<file path="src/rtl/bmm150_pkg.sv">
// bmm150_pkg: register map, chip constants, error codes and state types for the BMM150 sequencer
package bmm150_pkg;
    localparam logic [6:0] CHIP_ID    = 7'h40;
    localparam logic [6:0] DATA_X_LSB = 7'h42;
    localparam logic [6:0] DATA_X_MSB = 7'h43;
    localparam logic [6:0] DATA_Y_LSB = 7'h44;
    localparam logic [6:0] DATA_Y_MSB = 7'h45;
    localparam logic [6:0] DATA_Z_LSB = 7'h46;
    localparam logic [6:0] DATA_Z_MSB = 7'h47;
    localparam logic [6:0] RHALL_LSB  = 7'h48;
    localparam logic [6:0] RHALL_MSB  = 7'h49;
    localparam logic [6:0] PWR_CTRL   = 7'h4B;
    localparam logic [6:0] OPMODE     = 7'h4C;
    localparam logic [7:0] CHIP_ID_VAL   = 8'h32;
    localparam logic [7:0] PWR_ON_VAL    = 8'h01;
    localparam logic [7:0] OPMODE_NORMAL = 8'h00;
    localparam logic [1:0] ERR_NONE    = 2'b00;
    localparam logic [1:0] ERR_CHIP_ID = 2'b01;
    localparam logic [1:0] ERR_TIMEOUT = 2'b10;
    typedef enum logic [3:0] {
        IDLE, PWR_ON, STARTUP_WAIT, READ_ID, CHECK_ID,
        SET_OPMODE, PERIOD_WAIT, READ_DATA, PUBLISH, ERROR
    } ctrl_state_t;
    typedef enum logic {PH_ISSUE, PH_WAIT} txn_phase_t;
endpackage

</file>
<file path="src/rtl/bmm150_interval_timer.sv">
// bmm150_interval_timer: loadable down-counter that saturates at zero; o_tc marks the last counted cycle
module bmm150_interval_timer #(
    parameter int W = 32
) (
    input  logic         clk,
    input  logic         rst,
    input  logic         i_load,
    input  logic [W-1:0] i_val,
    output logic         o_tc,
    output logic         o_zero
);
    logic [W-1:0] r_cnt;
    always_ff @(posedge clk) begin
        if (rst) r_cnt <= '0;
        else if (i_load) r_cnt <= i_val;
        else if (r_cnt != '0) r_cnt <= r_cnt - W'(1);
    end
    assign o_tc   = r_cnt == W'(1);
    assign o_zero = r_cnt == '0;
endmodule

</file>
<file path="src/rtl/bmm150_ctrl.sv">
// bmm150_ctrl: BMM150 init/poll sequencer over a single-byte SPI master, publishing X/Y/Z/RHALL samples
module bmm150_ctrl
    import bmm150_pkg::*;
#(
    parameter int CLK_HZ      = 50_000_000,
    parameter int STARTUP_US  = 3000,
    parameter int SAMPLE_HZ   = 10,
    parameter int MAX_RETRY   = 3,
    parameter int TIMEOUT_CYC = 4096
) (
    input  logic        clk,
    input  logic        rst,
    input  logic        enable,
    output logic        spi_enable,
    output logic        spi_start,
    output logic        spi_rw,
    output logic [6:0]  spi_reg_addr,
    output logic [7:0]  spi_tx_data,
    input  logic [7:0]  spi_rx_data,
    input  logic        spi_busy,
    input  logic        spi_done,
    output logic        init_done,
    output logic        data_valid,
    output logic [12:0] mag_x,
    output logic [12:0] mag_y,
    output logic [14:0] mag_z,
    output logic [13:0] rhall,
    output logic        error,
    output logic [1:0]  error_code
);
    localparam int STARTUP_CYC = STARTUP_US * (CLK_HZ / 1_000_000);
    localparam int SAMPLE_CYC  = CLK_HZ / SAMPLE_HZ;
    localparam int TW = $clog2(TIMEOUT_CYC + 1);
    localparam int RW = $clog2(MAX_RETRY + 2);
    localparam logic [RW-1:0] MAX_R   = RW'(MAX_RETRY);
    localparam logic [TW-1:0] TO_LOAD = TW'(TIMEOUT_CYC - 1);

    ctrl_state_t r_state;
    txn_phase_t  r_ph;
    logic        r_spi_enable, r_spi_start, r_rw, r_skip;
    logic [6:0]  r_addr;
    logic [7:0]  r_tx, r_rx;
    logic [2:0]  r_idx;
    logic [RW-1:0] r_retry;
    logic [7:0]  r_b [8];
    logic        r_init_done, r_data_valid, r_error;
    logic [1:0]  r_code;
    logic [12:0] r_x, r_y;
    logic [14:0] r_z;
    logic [13:0] r_rh;
    logic        r_wait_ld, r_to_ld;
    logic [31:0] r_wait_val;

    logic        w_wait_tc, w_wait_zero, w_to_tc, w_to_zero;
    logic        w_is_acc, w_rw, w_done, w_to, w_wait_exp;
    logic [6:0]  w_addr;
    logic [7:0]  w_tx;

    bmm150_interval_timer #(.W(32)) u_wait (
        .clk(clk), .rst(rst), .i_load(r_wait_ld), .i_val(r_wait_val),
        .o_tc(w_wait_tc), .o_zero(w_wait_zero)
    );

    bmm150_interval_timer #(.W(TW)) u_timeout (
        .clk(clk), .rst(rst), .i_load(r_to_ld), .i_val(TO_LOAD),
        .o_tc(w_to_tc), .o_zero(w_to_zero)
    );

    always_comb begin
        w_is_acc = r_state inside {PWR_ON, READ_ID, SET_OPMODE, READ_DATA};
        w_rw     = r_state inside {READ_ID, READ_DATA};
        w_addr   = r_state == PWR_ON ? PWR_CTRL : r_state == READ_ID ? CHIP_ID :
                   r_state == SET_OPMODE ? OPMODE : DATA_X_LSB + 7'(r_idx);
        w_tx     = r_state == PWR_ON ? PWR_ON_VAL : OPMODE_NORMAL;
        // done in the start cycle or the one right after it belongs to no transfer of ours
        w_done   = w_is_acc && r_ph == PH_WAIT && spi_done && !r_spi_start && !r_skip;
        w_to     = w_is_acc && r_ph == PH_WAIT && !r_to_ld && (w_to_tc || w_to_zero);
        w_wait_exp = !r_wait_ld && (w_wait_tc || w_wait_zero);
    end

    always_ff @(posedge clk) begin
        if (rst) begin
            r_state <= IDLE;
            r_ph <= PH_ISSUE;
            r_spi_enable <= 1'b0;
            r_spi_start <= 1'b0;
            r_rw <= 1'b0;
            r_skip <= 1'b0;
            r_addr <= '0;
            r_tx <= '0;
            r_rx <= '0;
            r_idx <= '0;
            r_retry <= '0;
            for (int i = 0; i < 8; i++) r_b[i] <= '0;
            r_init_done <= 1'b0;
            r_data_valid <= 1'b0;
            r_error <= 1'b0;
            r_code <= ERR_NONE;
            r_x <= '0;
            r_y <= '0;
            r_z <= '0;
            r_rh <= '0;
            r_wait_ld <= 1'b0;
            r_to_ld <= 1'b0;
            r_wait_val <= '0;
        end else begin
            r_spi_enable <= enable;
            r_spi_start <= 1'b0;
            r_skip <= r_spi_start;
            r_wait_ld <= 1'b0;
            r_to_ld <= 1'b0;
            r_data_valid <= 1'b0;
            if (!enable) begin
                r_state <= IDLE;
                r_ph <= PH_ISSUE;
                r_init_done <= 1'b0;
                r_retry <= '0;
                r_error <= 1'b0;
                r_code <= ERR_NONE;
            end else if (w_is_acc && r_ph == PH_ISSUE) begin
                if (!spi_busy) begin
                    r_spi_start <= 1'b1;
                    r_rw <= w_rw;
                    r_addr <= w_addr;
                    r_tx <= w_tx;
                    r_ph <= PH_WAIT;
                    r_to_ld <= 1'b1;
                end
            end else if (w_done) begin
                r_ph <= PH_ISSUE;
                r_rx <= spi_rx_data;
                case (r_state)
                    PWR_ON: begin
                        r_state <= STARTUP_WAIT;
                        r_wait_ld <= 1'b1;
                        r_wait_val <= 32'(STARTUP_CYC);
                    end
                    READ_ID: r_state <= CHECK_ID;
                    SET_OPMODE: begin
                        r_state <= READ_DATA;
                        r_init_done <= 1'b1;
                        r_idx <= '0;
                        r_wait_ld <= 1'b1;
                        r_wait_val <= 32'(SAMPLE_CYC - 1);
                    end
                    default: begin
                        r_b[r_idx] <= spi_rx_data;
                        r_idx <= r_idx + 3'd1;
                        if (r_addr == RHALL_MSB) r_state <= PUBLISH;
                    end
                endcase
            end else if (w_to) begin
                r_state <= ERROR;
                r_ph <= PH_ISSUE;
                r_init_done <= 1'b0;
                r_error <= 1'b1;
                r_code <= ERR_TIMEOUT;
            end else begin
                case (r_state)
                    IDLE: r_state <= PWR_ON;
                    STARTUP_WAIT: if (w_wait_exp) r_state <= READ_ID;
                    CHECK_ID: begin
                        if (r_rx == CHIP_ID_VAL) begin
                            r_state <= SET_OPMODE;
                        end else if (r_retry < MAX_R) begin
                            r_retry <= r_retry + RW'(1);
                            r_state <= STARTUP_WAIT;
                            r_wait_ld <= 1'b1;
                            r_wait_val <= 32'(STARTUP_CYC);
                        end else begin
                            r_state <= ERROR;
                            r_error <= 1'b1;
                            r_code <= ERR_CHIP_ID;
                        end
                    end
                    PUBLISH: begin
                        if (r_b[6][0]) begin
                            r_x <= {r_b[1], r_b[0][7:3]};
                            r_y <= {r_b[3], r_b[2][7:3]};
                            r_z <= {r_b[5], r_b[4][7:1]};
                            r_rh <= {r_b[7], r_b[6][7:2]};
                            r_data_valid <= 1'b1;
                        end
                        r_state <= PERIOD_WAIT;
                    end
                    PERIOD_WAIT: begin
                        if (w_wait_exp) begin
                            r_state <= READ_DATA;
                            r_idx <= '0;
                            r_wait_ld <= 1'b1;
                            r_wait_val <= 32'(SAMPLE_CYC - 1);
                        end
                    end
                    default: ;
                endcase
            end
        end
    end

    assign spi_enable   = r_spi_enable;
    assign spi_start    = r_spi_start;
    assign spi_rw       = r_rw;
    assign spi_reg_addr = r_addr;
    assign spi_tx_data  = r_tx;
    assign init_done    = r_init_done;
    assign data_valid   = r_data_valid;
    assign mag_x        = r_x;
    assign mag_y        = r_y;
    assign mag_z        = r_z;
    assign rhall        = r_rh;
    assign error        = r_error;
    assign error_code   = r_code;
endmodule

</file>
<file path="config.mk">
export PLATFORM = sky130hd
export DESIGN_NAME = bmm150_ctrl
export DESIGN_NICKNAME = d
export VERILOG_FILES = /design/src/rtl/bmm150_pkg.sv /design/src/rtl/bmm150_interval_timer.sv /design/src/rtl/bmm150_ctrl.sv
export SDC_FILE = /design/constraint.sdc
export NUM_CORES = 1
export LEC_CHECK = 0
export ABC_AREA = 1
export CAP_MARGIN = 25
export CORE_MARGIN = 2
export CORE_UTILIZATION = 57
export DETAILED_ROUTE_END_ITERATION = 10
export GPL_TIMING_DRIVEN = 0
export PLACE_DENSITY = 0.82
export SYNTH_ARGS = -nofsm -noshare
export SYNTH_HDL_FRONTEND = slang
export SYNTH_HIERARCHICAL = 1
export SYNTH_SLANG_ARGS = --single-unit
</file>
<file path="constraint.sdc">
create_clock -name clk -period 2.4 [get_ports clk]
set_clock_uncertainty 0.15 [all_clocks]
set_input_delay 0.48 -clock clk [delete_from_list [all_inputs] [get_ports clk]]
set_output_delay 0.48 -clock clk [all_outputs]
set_load 0.01 [all_outputs]
</file>
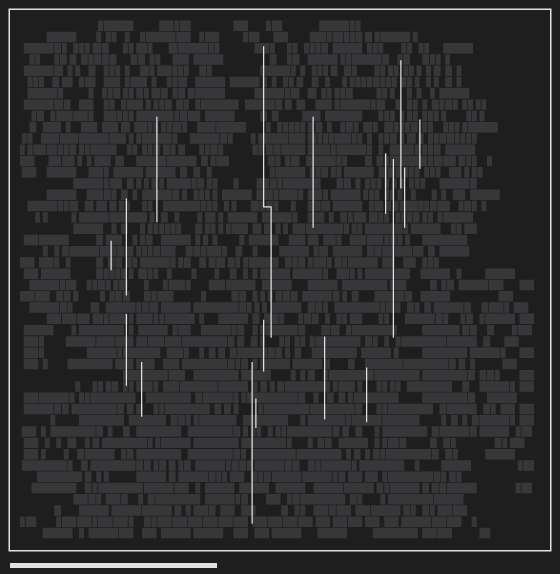
Fig. 1. Metal 4 (run 1).
The bar under the picture is 50 um long.
- share of all routed wire: 1.8%
- nets with wire on the layer: 11
- longest straight run: 42.8 um
- main direction: vertical
- wire length on this layer: 387 um
final WL: 22000 um
routed vias: 7844

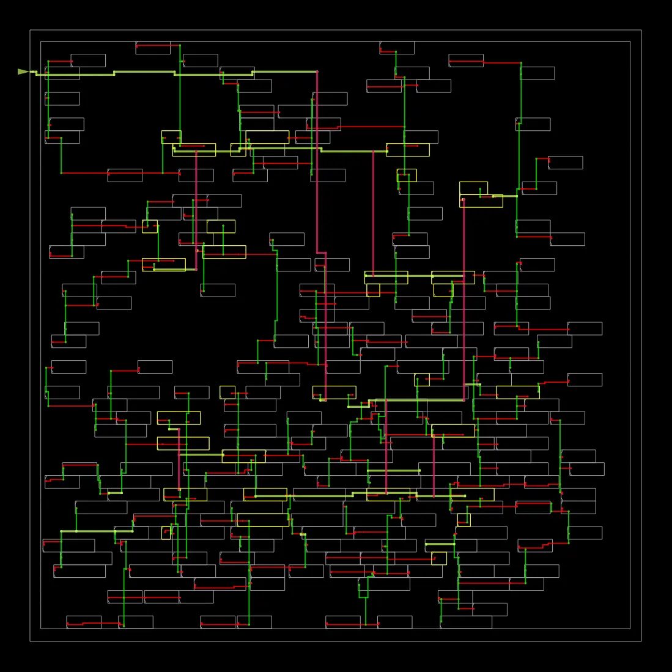
Fig. 2. The clock network (run 1).
worst skew pair latency: 440 ps
Sink Count: 194
flop count: 194

==> qor.yml, run 1 <==
hold_path_depth: 2
ys_top_logic_family: "simple AND/OR/NAND/NOR gates"
synth-seq-area-share_pct: 48.9
core_um2: 15700
fp_util_pct: 57.8
p_comb_share_pct: 42.3
p_comb_w: 0.00523
hold_violations: 0
reg2reg_to: "r_b[6][5]$_SDFFCE_PN0P_"
ys_top_cells_by_area: "dfxtp_1, edfxtp_1, nand2_1"
cts-root-buf: "clkbuf_16"
startpoint_type: "flop"
hold-worst-slack_ps: 293
cts_setup_buffers: 0
top_area_share_pct: 30.4
ctsHoldBuffers: 0
chipArea_um2: 17000
max-cap-violations: 0
die_y_um: 130
post-route-util_pct: 69.9
p_seq_share_pct: 33.9
grt_max_degree: 20
compound_area_share_pct: 12.8
setup_viol: 0
grt_setup_unrepaired: "true"
mux_area_share_pct: 0
slew_viol_final: 0
p_clk_w: 0.00294
synth-edff-count: 56
ys_sh_adder_pct: 1.51
critical_path_class: "flop to flop"
synth_cell_type_count: 47
cpPeakStageDelay_ps: 460
sequentialPower_w: 0.00419
place.gp.congestion: 0.945
hold-path-endpoint: "mag_y[5]$_SDFFE_PP0P_"
antenna_cells: 0
cts_resized: 10
dp_cells: 1484
hp-class: "flop to flop"
critPathTopFamily: "simple AND/OR/NAND/NOR gates"
fmax_mhz: 437
overflow: 0
preCtsSetupSlack_ps: -508
syn_inst: 1152
status: "finished, final reports clean"
finalNetCount: 1311
end_kind: "flop"
reg2reg_slack_ps: 110
clk_pin_slew_ps: 70
p_sw_w: 0.00520
drc: 0
dpl-instance-area_um2: 10300
cp_data_arrival_time_ps: 2260
fin_tns_setup_ps: 0
power-top-group: "combinational cells"
worstPathMaxFanout: 8
grt_pass1_wl_um: 35800
slew_headroom_pct: 62.1
simple_gate_share_pct: 26.7
drt-initial-drc-count: 688
yosys_warnings: 14
crit_path_frequent_cell: "nand2_4"
largest_reg_flops: 56
slowest_stage: "dfxtp_1"
p_sw_share_pct: 42.1
die-width_um: 130
critPathRequiredTime_ps: 2380
ys_area_um2: 9090
hold_start: "mag_y[5]$_SDFFE_PP0P_"
finalPower_w: 0.0124
cts_tree: "yes"
reg2regPathDepth: 10
critPathBufInv: 1
power_per_cell_area_nw_per_um2: 1120
min_period_ps: 2290
first_pass_iters: 5
std_cell_rows: 46
drive_gt1_share_pct: 10.0
port_buffers: 80
dp_hpwl_um: 15800
largest_area_cell: "dfxtp_1"
async_reset_ff_share_pct: 0
post-route-period-util_pct: 95.3
final-seq-area_um2: 4440
regMostFlops: "r_b"
clk_path_buf_depth: 2
reg2reg_from: "r_state[0]$_SDFFE_PP0P_"
mi_logic_area_um2: 4090
top_cells_by_count: "nand2_1, nor2_1, dfxtp_1, inv_1, a21oi_1"
ys_cells: 1152
cts_max_level: 4
top_cell: "nand2_1"
detail-route-antenna-nets: 0
p_int_w: 0.00715
synth_area_per_cell_um2: 7.89
boundaryPins: 91
ys_ff: 194
wl_per_cell_um: 14.5
peakVddDrop_uv: 749
fill_cells: 1240
antenna_found_initial: 0
grt_pass1_vias: 7347
vias_per_cell: 5.17
ff_type: "dfxtp_1"
log.warning_count: 33
crit_chain: "inv_2 > nor2_4 > nand2_4 > nor2_8 > nand2_4 > nor2_8 > nand2_4 > nor2_8 > nand2_4 > nand2_2"
layoutNonFillerInstCount: 1516
p_leak_nw: 4.67
synthesis.area_um2: 9090
pwr-share-clk_pct: 23.8
cts_made_buffers: 17
synth_xor_xnor_area_share_pct: 1.54
worstMarginPinSlew_ps: 568
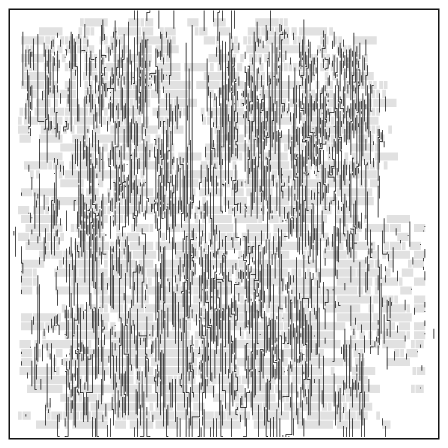
Fig. 3. Signal wires on met2 (run 1).
- longest straight run: 53.4 um
- wire length on this layer: 10600 um
- share of all routed wire: 48%
- main direction: vertical
- nets with wire on the layer: 1030
grt met2 use: 45.2%

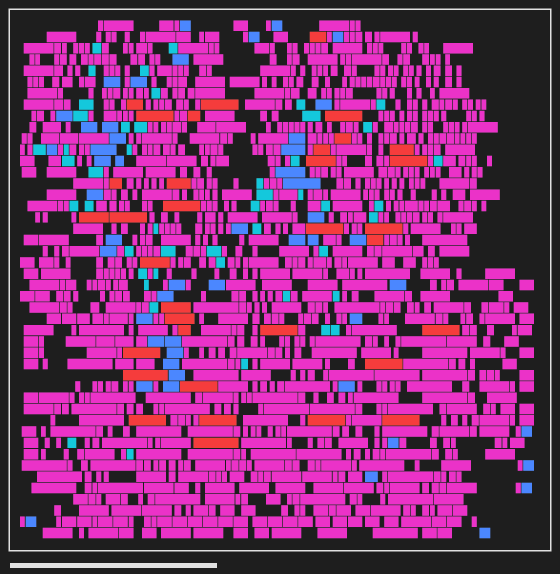
Fig. 4. Drive-strength map (run 1).
The bar under the picture is 50 um long.
- x1 and smaller: magenta (cells 1170; share 90%)
- x3 and x4: blue (cells 49; share 3.8%)
- x2: cyan (cells 47; share 3.6%)
- x6 and larger: red (cells 34; share 2.6%)
Buffers excl. clock: 124
final worst setup slack: 113 ps
Final Cell Area: 11000 um^2
area grow syn2layout: 20.9%

[run 1: cell usage in the layout, fill, tap and decap left out, drive strengths merged, types with 11 or more instances in the layout]
| cell | instances |
|---|---|
| o21ai | 96 |
| conb | 38 |
| nand2 | 240 |
| ha | 11 |
| clkbuf | 42 |
| a21oi | 115 |
| inv | 145 |
| dfxtp | 138 |
| edfxtp | 56 |
| nand4 | 11 |
| nand3 | 44 |
| nor2 | 209 |
| buf | 19 |
| clkdlybuf4s50 | 80 |
[run 1: layer usage]
layer | GRT usage, % | wire (um) | up-vias | share of wire [%]
li1 | - | - | 3916 | -
met5 | 0 | 0 | - | 0
met4 | 7.21 | 387 | 0 | 1.8
met2 | 45.2 | 10600 | 290 | 48
met3 | 5.54 | 1520 | 40 | 6.9
met1 | 36.5 | 9490 | 3598 | 43
[run 1: how the worst max path moves through the flow]
stage	cells after the start	slack, ps	end	start
final	10	110	r_b[6][5]$_SDFFCE_PN0P_	r_state[0]$_SDFFE_PP0P_
after global routing	14	-40	r_state[0]$_SDFFE_PP0P_	u_wait/r_cnt[24]$_SDFFE_PP0P_
after CTS	14	40	r_idx[2]$_SDFFE_PP0P_	u_wait/r_cnt[0]$_SDFFE_PP0P_
after detailed placement	5	-510	r_b[3][0]$_SDFFCE_PN0P_	rst
after global placement	9	-470	r_b[7][6]$_SDFFCE_PN0P_	enable
after floorplan	10	270	r_b[1][0]$_SDFFCE_PN0P_	spi_done
[run 1: final cells by class]
type                       count  share of cell area [%]
clock buffer                  17                    3.87
sequential                   194                    40.5
timing repair buffer          80                    7.29
multi-input combinational    806                    37.2
clock inverter                15                    1.73
inverter                     144                    4.94
tap                          216                    2.46
buffer                        44                    2.04
Fig. 5: run 1, wiring by layer
Two of the layers only.
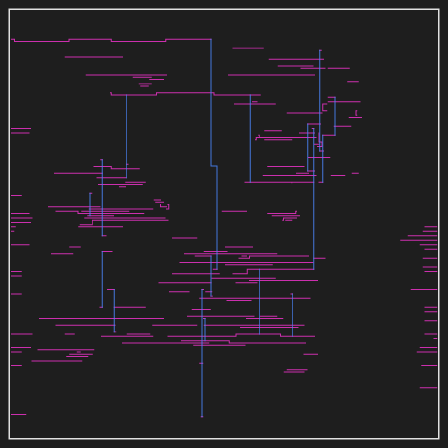

==> run 1 -> run 2 <==
--- a/config.mk
+++ b/config.mk
@@ -7,7 +7,6 @@
 export LEC_CHECK = 0
 export ABC_AREA = 1
 export CAP_MARGIN = 25
-export CORE_MARGIN = 2
 export CORE_UTILIZATION = 57
 export DETAILED_ROUTE_END_ITERATION = 10
 export GPL_TIMING_DRIVEN = 0
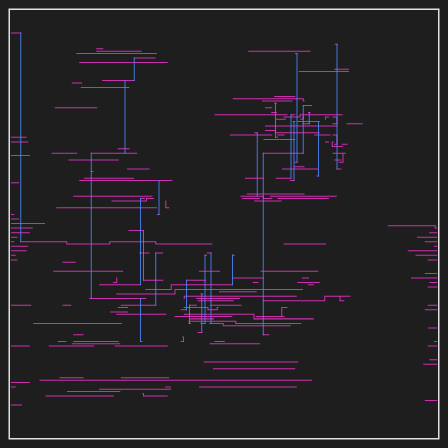
Fig. 6. Wiring by layer (run 2).
Two of the layers only.
- M4: blue (wire length 515 um)
- M3: magenta (wire length 1710 um)
final WL: 22300 um
All-Layer GR Usage: 27.8%

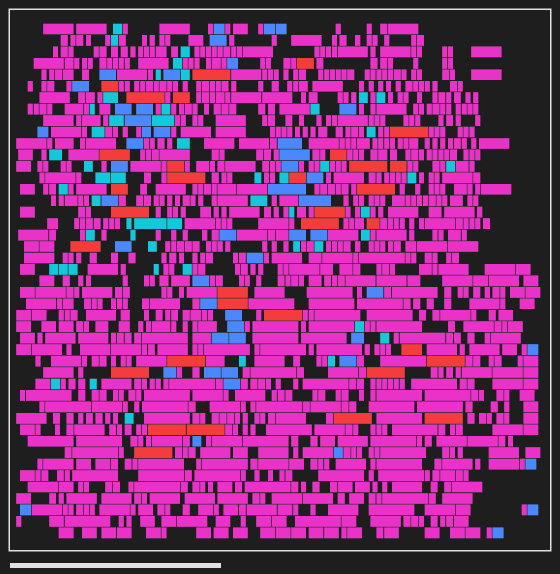
Fig. 7. Drive-strength map (run 2).
The bar under the picture is 50 um long.
- x6 and larger: red (cells 33; share 2.5%)
- x1 and smaller: magenta (cells 1166; share 90%)
- x3 and x4: blue (cells 49; share 3.8%)
- x2: cyan (cells 52; share 4.0%)
Final Cell Area: 11000 um^2
area grow syn2layout: 20.6%
final worst setup slack: 88.0 ps

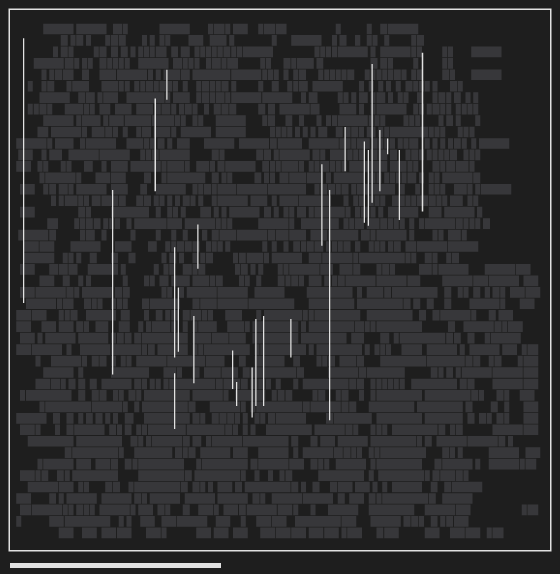
Fig. 8. Metal 4 (run 2).
The bar under the picture is 50 um long.
- main direction: vertical
- longest straight run: 62.6 um
routed vias: 7981

==> qor.yml, run 2 <==
syn_inst: 1152
reg2reg_slack_ps: 150
area_share_clock_buf_inv_pct: 5.29
p_sw_share_pct: 43.0
reg2regPathDepth: 8
cts-root-buf: "clkbuf_16"
taps: 211
top_cell: "nand2_1"
synth-seq-area-share_pct: 48.9
reg2reg_to: "r_b[1][7]$_SDFFCE_PN0P_"
hold_path_depth: 2
p_leak_nw: 4.67
layout.nonclk_buf_share_pct: 9.35
dpl-instance-area_um2: 10300
numClockSinks: 194
finalNetCount: 1311
fill_cells: 1197
cts_setup_buffers: 0
nNonClkInverters: 144
antenna_cells: 0
clk_pin_slew_ps: 70
cts_tree: "yes"
critPathRequiredTime_ps: 2380
ys_area_um2: 9090
drc: 0
chipArea_um2: 16500
setup_viol: 0
top_area_share_pct: 30.4
ys_ff: 194
std_cell_rows: 45
status: "finished, final reports clean"
cts_resized: 5
post-route-period-util_pct: 96.3
boundaryPins: 91
dp_hpwl_um: 15900
largest_reg_flops: 56
grt_pass1_wl_um: 35300
final-seq-area_um2: 4450
die-width_um: 128
cts_made_buffers: 17
clock_latency_ps: 440
preCtsSetupSlack_ps: -562
largest_class: "registers"
top_cells_by_count: "nand2_1, nor2_1, dfxtp_1, inv_1, a21oi_1"
critical_path_class: "input pin to flop"
startpoint_type: "input pin"
fmax_mhz: 433
wl_per_cell_um: 14.7
dp_cells: 1479
p_seq_share_pct: 33.9
ff_type: "dfxtp_1"
place.gp.congestion: 0.936
layout_top_cell: "nand2_1"
layout_top_cells: "nand2_1, nor2_1, dfxtp_1"
met2RoutedLength_um: 10500
seq_share_pct: 40.6
grt_setup_unrepaired: "true"
comb_share_pct: 37.4
clk_path_buf_depth: 2
overflow: 0
largest_area_cell: "dfxtp_1"
fin_tns_setup_ps: 0
worstPathMaxFanout: 9
reg2reg_from: "r_state[1]$_SDFFE_PP0P_"
grt_busiest_layer: "met2"
p_int_w: 0.00706
port_buffers: 80
power_per_cell_area_nw_per_um2: 1130
synth_area_per_cell_um2: 7.89
first_pass_iters: 5
wl_met3_um: 1710
ys_top_cells_by_area: "dfxtp_1, edfxtp_1, nand2_1"
worstMarginPinSlew_ps: 558
die_y_um: 128
post-route-util_pct: 71.3
synth_cell_type_count: 47
layoutNonFillerInstCount: 1511
met1Wirelength_um: 9580
end_kind: "flop"
yosys_warnings: 14
ff_count: 194
regMostFlops: "r_b"
p_comb_share_pct: 43.5
synthesis.area_um2: 9090
ys_cells: 1152
pwr-share-clk_pct: 22.6
hold_start: "mag_y[7]$_SDFFE_PP0P_"
cp_data_arrival_time_ps: 2290
grt_pass1_vias: 7354
drt-initial-drc-count: 668
slew_viol_final: 0
mi_logic_area_um2: 4100
nClkBuffers: 20
fp_util_pct: 59.1
async_reset_ff_share_pct: 0
log.warning_count: 33
cts_max_level: 4
hold_violations: 0
hp-class: "flop to flop"
slew_headroom_pct: 62.8
ctsHoldBuffers: 0
hold-path-endpoint: "mag_y[7]$_SDFFE_PP0P_"
antenna_found_initial: 0
synth-edff-count: 56
-- run 2: metrics by stage --
step | power [W] | hold WS (ps)
CTS | 0.0121 | 293
detailed placement | 0.00933 | 286
finish | 0.0124 | 294
global route | 0.0132 | 308
global placement | 0.00918 | 283
floorplan | 0.00827 | 280
-- run 2: power by group through the flow --
stage / Clock [W] / Combinational, W / Sequential [W]
floorplan: 0 / 0.00412 / 0.00415
global placement: 0 / 0.00494 / 0.00423
detailed placement: 0 / 0.00509 / 0.00424
CTS: 0.00281 / 0.00515 / 0.00418
global route: 0.00296 / 0.00601 / 0.00425
finish: 0.00280 / 0.00539 / 0.00419
-- run 2: worst max-delay path: stages --
cell	delay [ps]
clkdlybuf4s50_1	550
inv_1	100
nor2_2	330
nand2_1	90
inv_1	120
nand2_4	100
nor2_8	170
nand2_4	130
nand2_2	210
-- run 2: worst max path at each step --
stage / from / to / slack (ps)
after floorplan: spi_done / r_b[1][0]$_SDFFCE_PN0P_ / 270
after global placement: spi_done / r_b[6][5]$_SDFFCE_PN0P_ / -540
after detailed placement: spi_done / r_b[6][5]$_SDFFCE_PN0P_ / -560
after CTS: rst / r_b[3][6]$_SDFFCE_PN0P_ / 5
after global routing: u_wait/r_cnt[0]$_SDFFE_PP0P_ / r_state[1]$_SDFFE_PP0P_ / 5
final: enable / r_b[1][7]$_SDFFCE_PN0P_ / 90
-- run 2: cells by family (layout without fill, tap and decap cells) --
logic type | Yosys count | after routing | synth area share [%]
other | 2 | 38 | 0.0826
DFF | 194 | 194 | 48.9
adders and majority gates | 11 | 11 | 1.51
buffers and inverters | 188 | 300 | 8.43
AOI/OAI and AO/OA | 224 | 224 | 12.8
and+or+nand+nor | 517 | 517 | 26.7
xor gates and xnor gates | 16 | 16 | 1.54
Fig. 9: run 2, the clock network
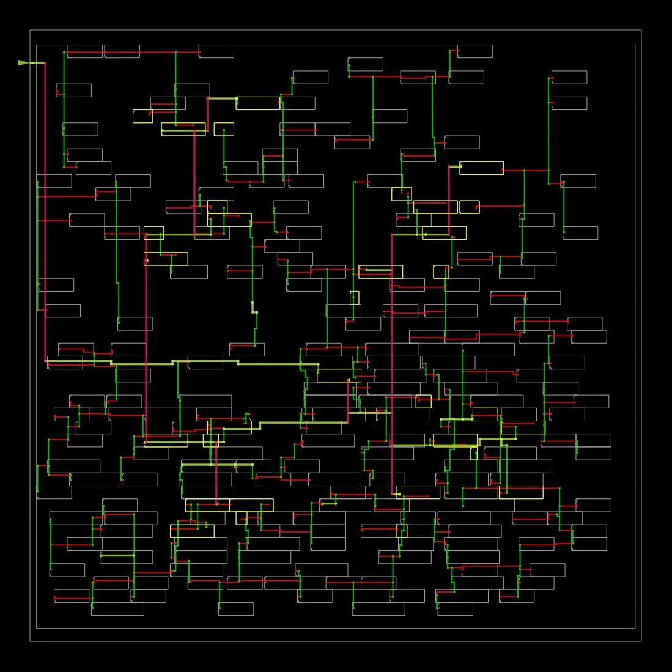

==> run 2 -> run 3 <==
--- a/config.mk
+++ b/config.mk
@@ -11,6 +11,7 @@
 export DETAILED_ROUTE_END_ITERATION = 10
 export GPL_TIMING_DRIVEN = 0
 export PLACE_DENSITY = 0.82
+export SKIP_LAST_GASP = 1
 export SYNTH_ARGS = -nofsm -noshare
 export SYNTH_HDL_FRONTEND = slang
 export SYNTH_HIERARCHICAL = 1
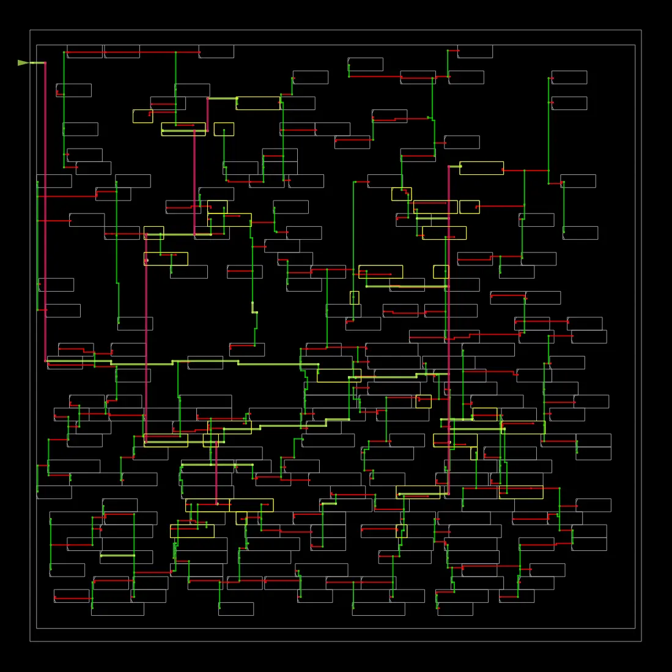
Fig. 10. The clock network (run 3).
CLK BUF: 20
Clk power: 0.00281 W

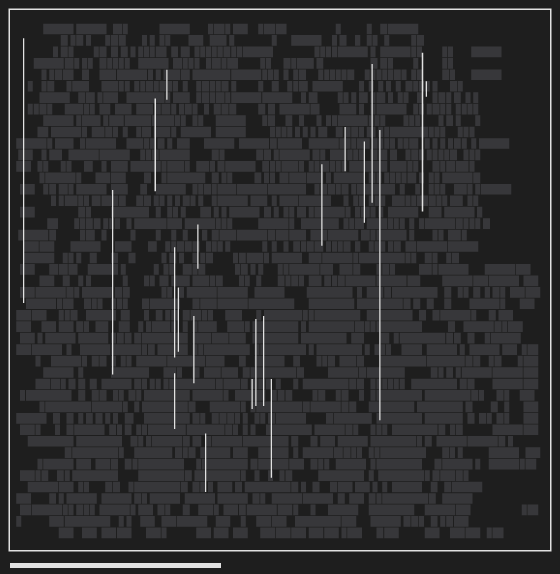
Fig. 11. Metal 4 (run 3).
The bar under the picture is 50 um long.
- share of all routed wire: 2.2%
- main direction: vertical
- longest straight run: 68.7 um
- wire length on this layer: 490 um
- nets with wire on the layer: 17
routed vias: 7978
final WL: 22300 um

==> qor.yml, run 3 <==
status: "finished, final reports clean"
p_int_w: 0.00706
final-seq-area_um2: 4450
p_seq_share_pct: 33.8
regMostFlops: "r_b"
top_area_share_pct: 30.4
crit_chain: "clkdlybuf4s50_1 > inv_1 > nor2_2 > nand2_1 > inv_1 > nand2_4 > nor2_8 > nand2_4 > nand2_2"
grt_pass1_wl_um: 35300
grt_max_degree: 20
fmax_mhz: 433
die-width_um: 128
mi_logic_area_um2: 4100
min_period_ps: 2310
synth_cell_type_count: 47
peakVddDrop_uv: 689
areaGrowthSynthToFinish_pct: 20.6
critical_path_class: "input pin to flop"
synth_area_per_cell_um2: 7.89
antenna_cells: 0
synth-seq-area-share_pct: 48.9
cts-root-buf: "clkbuf_16"
cts_max_level: 4
wl_per_cell_um: 14.8
slew_headroom_pct: 62.8
overflow: 0
cts_setup_buffers: 0
detail-route-antenna-nets: 0
fp_util_pct: 59.1
worstMarginPinSlew_ps: 558
p_comb_w: 0.00540
dp_hpwl_um: 15900
setup_viol: 0
track_usage_pct: 27.8
fin_tns_setup_ps: 0
grt_pass1_vias: 7354
cp_data_arrival_time_ps: 2290
syn_inst: 1152
first_pass_iters: 5
p_comb_share_pct: 43.5
post-route-period-util_pct: 96.3
top_cell: "nand2_1"
layout_top_cell: "nand2_1"
pwr-share-clk_pct: 22.7
numClockSinks: 194
ys_area_um2: 9090
power_per_cell_area_nw_per_um2: 1130
cpPeakStageDelay_ps: 550
hold_violations: 0
hp-class: "flop to flop"
p_leak_nw: 4.67
slowest_stage: "clkdlybuf4s50_1"
worstPathMaxFanout: 9
grt_setup_unrepaired: "true"
hold-worst-slack_ps: 294
p_sw_w: 0.00535
antenna_found_initial: 0
max-cap-violations: 0
drive_gt1_share_pct: 10.3
ff_type: "dfxtp_1"
cts_resized: 5
die_y_um: 128
vias_per_cell: 5.28
ys_ff: 194
clk_pin_slew_ps: 70
synthesis.area_um2: 9090
port_buffers: 80
power-top-group: "combinational cells"
critPathRequiredTime_ps: 2380
clk_path_buf_depth: 2
drc: 0
synth-edff-count: 56
post-route-util_pct: 71.3
log.warning_count: 33
finalNetCount: 1311
clock_latency_ps: 440
finalPower_w: 0.0124
core_um2: 15400
startpoint_type: "input pin"
slew_viol_final: 0
fill_cells: 1197
layout_top_cells: "nand2_1, nor2_1, dfxtp_1"
drt-initial-drc-count: 672
chipArea_um2: 16500
p_sw_share_pct: 43.1
end_kind: "flop"
boundaryPins: 91
cts_tree: "yes"
std_cell_rows: 45
ys_cells: 1152
ys_top_cells_by_area: "dfxtp_1, edfxtp_1, nand2_1"
async_reset_ff_share_pct: 0
largest_reg_flops: 56
place.gp.congestion: 0.936
sequentialPower_w: 0.00419
cts_made_buffers: 17
top_cells_by_count: "nand2_1, nor2_1, dfxtp_1, inv_1, a21oi_1"
yosys_warnings: 14
ctsHoldBuffers: 0
largest_area_cell: "dfxtp_1"
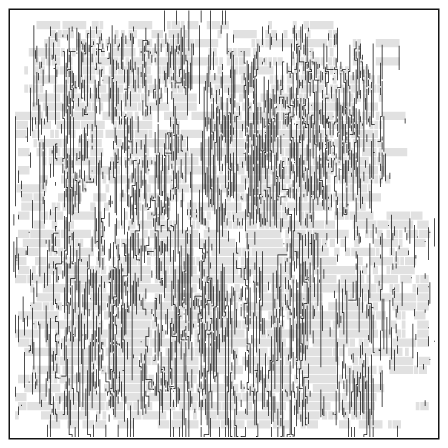
Fig. 12. Signal wires on met2 (run 3).
- share of all routed wire: 47%
- longest straight run: 40.1 um
- nets with wire on the layer: 1055
grt met2 use: 44.5%

==> run 3: critical path: cells and delay by family <==
family / cells / cell delay, ps
buffers and inverters: 3 / 770
and+or+nand+nor: 6 / 1030
==> run 3: metal layers <==
metal / vias up / part of all wire, % / GRT usage [%]
met5: - / 0 / 0
met4: 0 / 2.2 / 12.2
met3: 49 / 8.0 / 5.38
met2: 337 / 47 / 44.5
met1: 3671 / 43 / 36.5
li1: 3921 / - / -
==> run 3: final timing paths <==
check	startpoint	endpoint	slack, ps	cells after the start
max	enable	r_b[1][7]$_SDFFCE_PN0P_	90	9
min	mag_y[7]$_SDFFE_PP0P_	mag_y[7]$_SDFFE_PP0P_	290	2
max reg2reg	r_state[1]$_SDFFE_PP0P_	r_b[1][7]$_SDFFCE_PN0P_	150	8
min reg2reg	mag_y[7]$_SDFFE_PP0P_	mag_y[7]$_SDFFE_PP0P_	290	2
==> run 3: final cells by class <==
cell class              count  area share (%)
inverters                 144            4.95
plain buffers              44            2.04
multi-input cells         806            37.4
well taps                 211            2.41
repair buffers             80            7.31
clock buffers              20            4.27
flip-flops and latches    194            40.6
clock inverters            12            1.02
==> run 3: per-stage QoR <==
stage / cells / cell area, um^2 / setup slack [ps]
final: 1511 / 11000 / 88.7
after global routing: 1511 / 11000 / 4.68
after CTS: 1511 / 10900 / 4.77
after detailed placement: 1479 / 10300 / -562
after global placement: 1479 / 10300 / -541
after floorplan: 1188 / 9220 / 271
==> run 3: cell families after synthesis <==
family | Yosys count | synth area share [%]
simple gates | 517 | 26.7
compound gates | 224 | 12.8
flops | 194 | 48.9
buf+inv | 188 | 8.43
xor+xnor | 16 | 1.54
fa+ha+maj | 11 | 1.51
other cells | 2 | 0.0826
No activity file was given, so power comes from the tool's default toggle rates.
